## src/rtl/cook_sequencer.sv

```systemverilog
// Cook-cycle FSM for the microwave controller: sequences keypad entry, countdown
// timer, magnetron and buzzer from button/door inputs and the 1 Hz timebase.
module cook_sequencer #(
  parameter int BEEP_SEC = 3
) (
  input  logic       clk,
  input  logic       rst,
  input  logic       start_btn,
  input  logic       stop_btn,
  input  logic       clear_btn,
  input  logic       door_closed,
  input  logic       timer_zero,
  input  logic       pgt_1Hz,
  output logic       enn,
  output logic       count_en,
  output logic       timer_clearn,
  output logic       mag_on,
  output logic       beep,
  output logic [1:0] state
);

  typedef enum logic [1:0] {
    IDLE  = 2'd0,
    COOK  = 2'd1,
    PAUSE = 2'd2,
    DONE  = 2'd3
  } state_t;

  state_t     state_r;
  state_t     next_state;
  logic [3:0] beep_cnt;
  logic       start_q, stop_q, clear_q, pgt_q;
  logic       start_rise, stop_rise, clear_rise, tick;
  logic       clear_pulse;
  logic       load_beep;

  // A held level yields exactly one event.
  assign start_rise = start_btn & ~start_q;
  assign stop_rise  = stop_btn  & ~stop_q;
  assign clear_rise = clear_btn & ~clear_q;
  assign tick       = pgt_1Hz   & ~pgt_q;

  assign state = state_r;

  always_comb begin
    next_state  = state_r;
    clear_pulse = 1'b0;
    load_beep   = 1'b0;
    case (state_r)
      IDLE: begin
        if (clear_rise) begin
          clear_pulse = 1'b1;
        end else if (start_rise && door_closed && !timer_zero) begin
          next_state = COOK;
        end
      end
      COOK: begin
        // Clear while cooking only pauses; the time is kept.
        if (clear_rise || stop_rise) begin
          next_state = PAUSE;
        end else if (!door_closed) begin
          next_state = PAUSE;
        end else if (timer_zero) begin
          next_state = DONE;
          load_beep  = 1'b1;
        end
      end
      PAUSE: begin
        // Cancel takes precedence over a simultaneous resume.
        if (stop_rise || clear_rise) begin
          next_state  = IDLE;
          clear_pulse = 1'b1;
        end else if (start_rise && door_closed && !timer_zero) begin
          next_state = COOK;
        end
      end
      DONE: begin
        if (start_rise || stop_rise || clear_rise || !door_closed) begin
          next_state = IDLE;
        end else if (tick && beep_cnt == 4'd1) begin
          next_state = IDLE;
        end
      end
      default: next_state = IDLE;
    endcase
  end

  always_ff @(posedge clk or posedge rst) begin
    if (rst) begin
      state_r      <= IDLE;
      enn          <= 1'b0;
      count_en     <= 1'b0;
      timer_clearn <= 1'b1;
      mag_on       <= 1'b0;
      beep         <= 1'b0;
      beep_cnt     <= 4'd0;
      start_q      <= 1'b0;
      stop_q       <= 1'b0;
      clear_q      <= 1'b0;
      pgt_q        <= 1'b0;
    end else begin
      start_q      <= start_btn;
      stop_q       <= stop_btn;
      clear_q      <= clear_btn;
      pgt_q        <= pgt_1Hz;
      state_r      <= next_state;
      // Outputs follow the next state so they switch on the same edge as state.
      enn          <= (next_state != IDLE);
      count_en     <= (next_state == COOK);
      mag_on       <= (next_state == COOK);
      beep         <= (next_state == DONE);
      timer_clearn <= ~clear_pulse;
      if (load_beep) begin
        beep_cnt <= 4'(BEEP_SEC);
      end else if (state_r == DONE && tick && beep_cnt != 4'd0) begin
        beep_cnt <= beep_cnt - 4'd1;
      end
    end
  end

endmodule

```

## config.mk

```make
export PLATFORM = sky130hd
export DESIGN_NAME = cook_sequencer
export DESIGN_NICKNAME = d
export VERILOG_FILES = /design/src/rtl/cook_sequencer.sv
export SDC_FILE = /design/constraint.sdc
export NUM_CORES = 1
export LEC_CHECK = 0
export CELL_PAD_IN_SITES_DETAIL_PLACEMENT = 0
export CELL_PAD_IN_SITES_GLOBAL_PLACEMENT = 2
export CORE_ASPECT_RATIO = 1.1
export CORE_MARGIN = 5
export CORE_UTILIZATION = 30
export CTS_CLUSTER_SIZE = 30
export DETAILED_ROUTE_END_ITERATION = 8
export GPL_TIMING_DRIVEN = 0
export PLACE_DENSITY_LB_ADDON = 0.2
export SLEW_MARGIN = 15
export SYNTH_ARGS = -nofsm -noshare
export SYNTH_HDL_FRONTEND = slang
export SYNTH_SLANG_ARGS = --single-unit
```

## constraint.sdc

```tcl
create_clock -name clk -period 1.6 [get_ports clk]
set_input_delay 0.16 -clock clk [delete_from_list [all_inputs] [get_ports clk]]
set_output_delay 0.16 -clock clk [all_outputs]
set_load 0.02 [all_outputs]
```

Fig. 1: clock routing
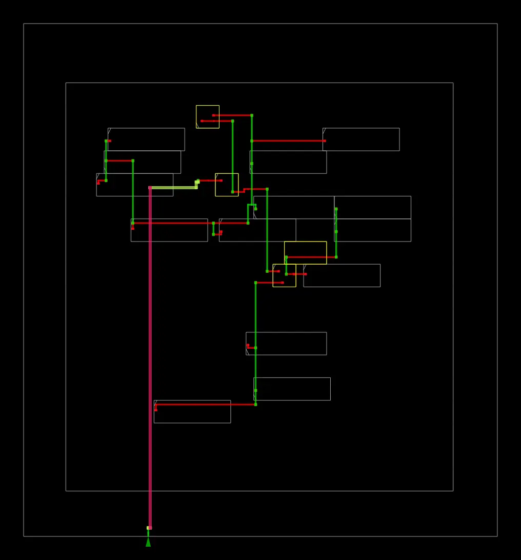
CTS Buf Count: 3
post-route clock skew: 0.00237 ns
clock net sink count: 14

Fig. 2: logic cells by family
Scale: 8 px per µm.
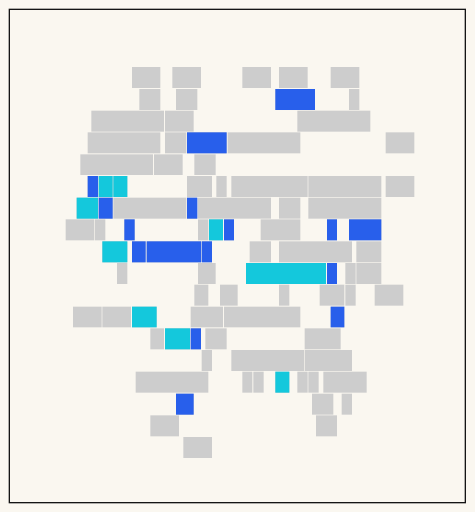
legend:
  cyan:
    family: aoi and oai cells
    cells: 9
    most_used: a21oi_1
  blue:
    family: nor cells
    cells: 16
    most_used: nor2_1
Final Instance Count excl. Fillers: 120
fraction of standard cell area in multi-input logic: 0.355
most numerous logic cell after layout: clkdlybuf4s50_1

==> impl_metrics.py <==
# Auto-generated metrics
metrics = {
    "logic_synthesis": {
        "fa_ha_area_frac": 0.0346,
        "post_synth_instance_area_um2": 723,
        "post_synth_main_area_contributors": "dfrtp_1 (45%), nand2_1 (4.2%), nor2_1 (4.2%), a2111oi_4 (3.8%), nor2b_4 (3.8%)",
        "topCombFamilyByArea": "simple AND/OR/NAND/NOR gates",
        "aoi_share": 0.138,
        "synth.ff_latch_count": 14,
    },
    "clocking": {
        "clk_root_buffer_cell": "clkbuf_4",
        "clock_tree.htree_level_count": 1,
    },
    "drt": {
        "detailroute.wirelength.met3_um": 37,
        "detail_route.wirelength_mm": 1.44,
        "wl_per_cell_um": 12.0,
    },
    "final_layout": {
        "most-common-layout-cells": "clkdlybuf4s50_1 (14), dfrtp_1 (12), nor2_1 (8), nand2_1 (7), inv_1 (6)",
        "flow.area_growth_from_synthesis_pct": 35.1,
        "largest_class": "flip-flops and latches",
    },
    "floorplanning": {
        "placeableCoreArea_um2": 2270,
    },
    "placed_design": {
        "place_congestion": 0.670,
    },
    "grt": {
        "grtUsageMet3": 0.0147,
        "globalRouteMet1Util": 0.109,
    },
    "worst_setup_path": {
        "crit_required_ns": 1.44,
        "crit_chain": "clkdlybuf4s50_1",
        "critical_path_depth": 1,
    },
    "worst_hold_path": {
        "holdCritPathClass": "input port to async pin",
    },
    "final_timing": {
        "achievable-frequency_mhz": 644,
        "timing.final.setup_violations": 0,
        "min_cycle_time_layout_ns": 1.55,
    },
    "status": {
        "status": "completed",
    },
}
-- timing repair --
item                       CTS  global route
pin swaps                    1             4
setup buffers                2             1
setup endpoints to repair    3             6
resized                      1             6
-- stage by stage --
| step | setup WS, ns | util | hold WS [ns] | setup TNS (ns) | area [µm²] |
|---|---|---|---|---|---|
| global route | -0.00747 | 0.430 | 0.260 | -0.00747 | 977 |
| CTS | 0.0131 | 0.420 | 0.224 | 0 | 955 |
| global placement | -0.197 | 0.396 | 0.530 | -0.412 | 901 |
| floorplan | 0.0686 | - | 0.0485 | 0 | 723 |
| detailed placement | -0.170 | 0.396 | 0.529 | -0.450 | 901 |
| finish | 0.0475 | 0.430 | 0.209 | 0 | 977 |
-- where the power goes --
| part | leakage (nW) | switching, mW | internal (mW) |
|---|---|---|---|
| registers | 0.169 | 0.0948 | 0.466 |
| clock network | 0.0210 | 0.111 | 0.138 |
| logic | 0.242 | 0.357 | 0.341 |
| total | 0.432 | 0.562 | 0.944 |
-- synthesized netlist by cell type --
cell,count
and3_2,1
a21oi_1,3
nand2_1,8
xor2_1,2
a2bb2oi_1,1
a311oi_1,1
inv_1,7
nand3_1,2
a21o_2,1
ha_1,2
nand4b_1,1
nand3b_1,1
nor2_1,8
xnor2_1,1
o31ai_1,1
a2111oi_4,1
dfstp_2,1
a21oi_2,1
nor3_1,3
nor2b_1,1
nor2_4,1
buf_4,2
dfrtp_1,13
a311o_1,1
o21ai_0,1
or2_2,1
nor3b_4,1
nor2b_4,2
-- registers in the layout, summed over array words and instances (netlist names) --
name and flops:
beep_cnt 4, state 2, beep 1, clear_q 1
enn 1, mag_on 1, pgt_q 1, start_q 1
stop_q 1, timer_clearn 1
No activity file was given, so power comes from the tool's default toggle rates.
